===== src/rtl/sw_debouncer_if.sv =====
// Switch conditioning bus: raw levels and event clear in, debounced levels and
// change/event flags out.
interface sw_debouncer_if #(parameter int N_SW = 5);
  logic [N_SW-1:0] sw_raw;
  logic            evt_clr;
  logic            sw0, sw1, sw2, sw3, sw4;
  logic            sw_changed;
  logic            sw_event;

  modport master (output sw_raw, evt_clr,
                  input  sw0, sw1, sw2, sw3, sw4, sw_changed, sw_event);
  modport slave  (input  sw_raw, evt_clr,
                  output sw0, sw1, sw2, sw3, sw4, sw_changed, sw_event);
endinterface


===== src/rtl/sw_debouncer.sv =====
// Slide-switch debouncer: per-bit 2-flop synchronizer plus stability counter,
// with a registered change pulse and a sticky, software-clearable event flag.
module sw_debouncer_lane #(
  parameter int DEBOUNCE_CYCLES = 4
) (
  input  logic clock,
  input  logic resetn,
  input  logic raw,
  output logic out,
  output logic flip
);
  localparam int CW = (DEBOUNCE_CYCLES > 1) ? $clog2(DEBOUNCE_CYCLES) : 1;
  localparam logic [CW-1:0] CNT_MAX = CW'(DEBOUNCE_CYCLES - 1);

  logic          s1, s2;
  logic [CW-1:0] cnt;

  // Asserted on the edge where this bit's output is about to take s2.
  assign flip = (s2 != out) && (cnt == CNT_MAX);

  always_ff @(posedge clock or negedge resetn) begin
    if (!resetn) begin
      s1  <= 1'b0;
      s2  <= 1'b0;
      cnt <= '0;
      out <= 1'b0;
    end else begin
      s1 <= raw;
      s2 <= s1;
      if (s2 == out) begin
        cnt <= '0;
      end else if (flip) begin
        out <= s2;
        cnt <= '0;
      end else begin
        cnt <= cnt + CW'(1);
      end
    end
  end
endmodule

module sw_debouncer #(
  parameter int N_SW            = 5,
  parameter int DEBOUNCE_CYCLES = 4
) (
  input logic           clock,
  input logic           resetn,
  sw_debouncer_if.slave bus
);
  logic [N_SW-1:0] sw_raw;
  logic [N_SW-1:0] out;
  logic [N_SW-1:0] flip;
  logic            sw_changed_q;
  logic            sw_event_q;

  assign sw_raw = bus.sw_raw;

  for (genvar i = 0; i < N_SW; i++) begin : g_lane
    sw_debouncer_lane #(.DEBOUNCE_CYCLES(DEBOUNCE_CYCLES)) u_lane (
      .clock  (clock),
      .resetn (resetn),
      .raw    (sw_raw[i]),
      .out    (out[i]),
      .flip   (flip[i])
    );
  end

  // A flip on the same edge as evt_clr keeps the flag set.
  always_ff @(posedge clock or negedge resetn) begin
    if (!resetn) begin
      sw_changed_q <= 1'b0;
      sw_event_q   <= 1'b0;
    end else begin
      sw_changed_q <= |flip;
      sw_event_q   <= (|flip) | (sw_event_q & ~bus.evt_clr);
    end
  end

  assign bus.sw0        = out[0];
  assign bus.sw1        = out[1];
  assign bus.sw2        = out[2];
  assign bus.sw3        = out[3];
  assign bus.sw4        = out[4];
  assign bus.sw_changed = sw_changed_q;
  assign bus.sw_event   = sw_event_q;
endmodule


===== src/flat_wrapper.sv =====
// flat-port wrapper written by rule: the top's interface ports become plain ports
module sw_debouncer_flat 
#(
  parameter int N_SW            = 5,
  parameter int DEBOUNCE_CYCLES = 4
)
  (clock, resetn, bus_sw_raw, bus_evt_clr, bus_sw0, bus_sw1, bus_sw2, bus_sw3, bus_sw4, bus_sw_changed, bus_sw_event);
  sw_debouncer_if #(.N_SW(N_SW)) bus_i ();
  input logic clock;
  input logic resetn;
  input wire logic [$bits(bus_i.sw_raw)-1:0] bus_sw_raw;
  input wire logic [$bits(bus_i.evt_clr)-1:0] bus_evt_clr;
  output wire logic [$bits(bus_i.sw0)-1:0] bus_sw0;
  output wire logic [$bits(bus_i.sw1)-1:0] bus_sw1;
  output wire logic [$bits(bus_i.sw2)-1:0] bus_sw2;
  output wire logic [$bits(bus_i.sw3)-1:0] bus_sw3;
  output wire logic [$bits(bus_i.sw4)-1:0] bus_sw4;
  output wire logic [$bits(bus_i.sw_changed)-1:0] bus_sw_changed;
  output wire logic [$bits(bus_i.sw_event)-1:0] bus_sw_event;
  assign bus_i.sw_raw = bus_sw_raw;
  assign bus_i.evt_clr = bus_evt_clr;
  assign bus_sw0 = bus_i.sw0;
  assign bus_sw1 = bus_i.sw1;
  assign bus_sw2 = bus_i.sw2;
  assign bus_sw3 = bus_i.sw3;
  assign bus_sw4 = bus_i.sw4;
  assign bus_sw_changed = bus_i.sw_changed;
  assign bus_sw_event = bus_i.sw_event;
  sw_debouncer #(.N_SW(N_SW), .DEBOUNCE_CYCLES(DEBOUNCE_CYCLES)) u_core (.clock(clock), .resetn(resetn), .bus(bus_i));
endmodule

===== config.mk =====
export PLATFORM = sky130hd
export DESIGN_NAME = sw_debouncer_flat
export DESIGN_NICKNAME = d
export VERILOG_FILES = /design/src/rtl/sw_debouncer_if.sv /design/src/rtl/sw_debouncer.sv /design/src/flat_wrapper.sv
export SDC_FILE = /design/constraint.sdc
export NUM_CORES = 1
export LEC_CHECK = 0
export ABC_AREA = 1
export CAP_MARGIN = 20
export CORE_MARGIN = 2
export CORE_UTILIZATION = 54
export CTS_BUF_LIST = sky130_fd_sc_hd__clkbuf_4 sky130_fd_sc_hd__clkbuf_8
export DETAILED_ROUTE_END_ITERATION = 10
export GPL_TIMING_DRIVEN = 0
export HOLD_SLACK_MARGIN = 0.08
export MAX_ROUTING_LAYER = met4
export PLACE_DENSITY = 0.77
export SETUP_SLACK_MARGIN = 0.4
export SLEW_MARGIN = 30
export SYNTH_ARGS = -nofsm -noshare
export SYNTH_HDL_FRONTEND = slang
export SYNTH_HIERARCHICAL = 1
export SYNTH_SLANG_ARGS = --single-unit

===== constraint.sdc =====
create_clock -name clock -period 1.4 [get_ports clock]
set_clock_uncertainty 0.2 [all_clocks]
set_input_delay 0.28 -clock clock [delete_from_list [all_inputs] [get_ports clock]]
set_output_delay 0.28 -clock clock [all_outputs]
set_load 0.03 [all_outputs]

==> flow_metrics.tcl <==
# flow metrics
set metrics [dict create \
    layout_setup_ws_ns 0.0004796 \
    ys_sh_xor_pct 0 \
    cpMaxStageDelayCell "dfrtp_2" \
    cp_top_family "flip-flops" \
    simple_gate_area_share_pct 18.16 \
    numCtsBuffers 3 \
    grt_overflow 0 \
    chip_area_um2 2280 \
    setup_viol 0 \
    maxSlewHeadroom_pct 60.65 \
    muxShareOfSynthArea_pct 0 \
    finalCriticalPeriod_ns 1.400 \
    nNetsFinal 151 \
    antenna_found_initial 0 \
    synth.distinct_cells 10 \
    net-switching-power_mw 1.321 \
    synth-edff-count 0 \
    crit_path_max_incr_delay_ns 0.45 \
    power_density_nw_per_um2 2108 \
    final_cell_count_no_fill 162 \
    ir_drop_mv 1.581 \
    drc_errors 0 \
    pwr-share-seq_pct 36.5 \
    cts_repair_resize_count 74 \
    avgSynthCellArea_um2 9.937 \
    adder_share_pct 6.053 \
    num_rows 15 \
    layout-drive-gt1-share_pct 53.28 \
    crit_arrival_ns 0.92 \
    timing.fmax_mhz 714.5 \
    p_int_mw 2.029 \
    failed_checks "hold timing" \
    swShare_pct 39.44 \
    start_kind "register" \
    synth_async_sr_flop_share_pct 100.0 \
    power-top-group "combinational cells" \
    syn2layout_area_growth_pct 53.75 \
    postSynthCellCount 104 \
    rr_startpoint "u_core/g_lane[1].u_lane/out" \
    crit_path_end_kind "output pin" \
    top_cell "dfrtp_1" \
    core_area_um2 1764 \
    tightest_slew_ns 0.5902 \
    largest_area_cell "dfrtp_1" \
    io_pins 15 \
    critPathMaxFanout 2 \
    grt_pass1_vias 661 \
    via_per_inst 4.957 \
    insertion_delay_ns 0.32 \
    hp-class "input port to async pin" \
    p_leak_nw 0.7513 \
    placed_cell_area_um2 1269 \
    p_comb_share_pct 52.8 \
    cp-startpoint "u_core/g_lane[1].u_lane/out" \
    required_ns 0.92 \
    hold-worst-slack_ns -0.2643 \
    gp_congestion 0.6806 \
    fp_util_pct 58.58 \
    vias 803 \
    yosysWarnings 6 \
    report.final.hold_viol_count 27 \
    rsz0062_at_grt "true" \
    final_util_pct 90.07 \
    die_y_um 47.75 \
    ant_nets 0 \
    status "complete, but fails checks" \
]
[layout make-up]
class                   count  area [um2]
well taps                  25       31.28
fillers                    74       175.2
clock buffers               4       30.03
flip-flops and latches     27       681.9
inverters                  22       92.59
repair buffers             29       294.0
multi-input cells          55       459.2
[final timing paths]
path | slack [ns] | endpoint | depth (start not counted)
worst min register to register | 0.17 | u_core/g_lane[4].u_lane/s2 | 0
worst max register to register | 0.03 | u_core/bus.sw_event | 7
min in group clock | 0.17 | u_core/g_lane[4].u_lane/s2 | 0
worst max-delay path | 0.0005 | bus_sw1 | 1
max in group asynchronous | 0.85 | u_core/g_lane[0].u_lane/out | 1
worst min-delay path | -0.26 | u_core/g_lane[4].u_lane/cnt[1] | 1
[per-layer routing]
metal | track usage [%] | vias up | part of all wire, %
li1 | - | 376 | -
met1 | 21.55 | 401 | 39
met2 | 32.27 | 20 | 55
met3 | 4.528 | 6 | 3.2
met4 | 6.486 | 0 | 2.1
met5 | - | - | 0
[cells in the final DEF, fill, tap and decap left out]
cell	Yosys	layout
nand3_1	1	1
dfrtp_2	0	5
o21ai_2	0	3
nor2_1	16	6
clkbuf_4	0	4
or2_1	0	1
nor2_4	0	6
buf_4	0	5
inv_1	22	16
clkdlybuf4s50_1	0	6
inv_2	0	2
dfrtp_1	27	22
o21ai_1	0	2
buf_6	0	17
nand2_1	21	6
ha_4	0	5
inv_4	0	4
nand4_1	1	1
nand2_2	0	12
nand2_4	0	3
buf_2	0	1
or2_4	0	1
or2_0	5	3
nor2_2	1	5
[registers in the layout (all words and copies together) (netlist names)]
name / flops
u_core/bus.sw_changed: 1
u_core/bus.sw_event: 1
u_core/g_lane.u_lane/cnt: 10
u_core/g_lane.u_lane/out: 5
u_core/g_lane.u_lane/s1: 5
u_core/g_lane.u_lane/s2: 5
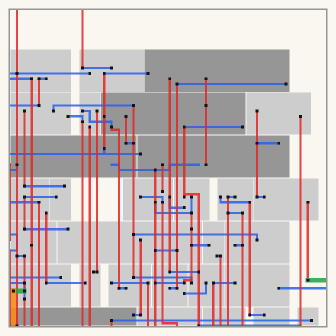
detail.png
Region (26, 26) to (46, 46) um. Cells in gray, sequential cells in the stronger gray; small squares are vias.
| color | layer |
|---|---|
| orange | metal 4 |
| blue | metal 1 |
| green | metal 3 |
| red | metal 2 |
cells with their middle in the window: 24
most frequent: buf_6 (6), inv_1 (3), dfrtp_1 (3)
sequential cells in the window: 4

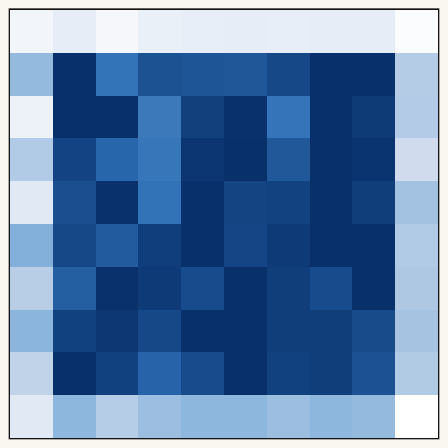
cell_density.png
10 x 10 tiles, from white (low) to dark blue (high), 0 to 100% covered.
mean over tiles: 68%
densest ninth of the die: center
nearly empty tiles: 2.0%
fullest tile: 100%

No activity file was given, so power comes from the tool's default toggle rates.
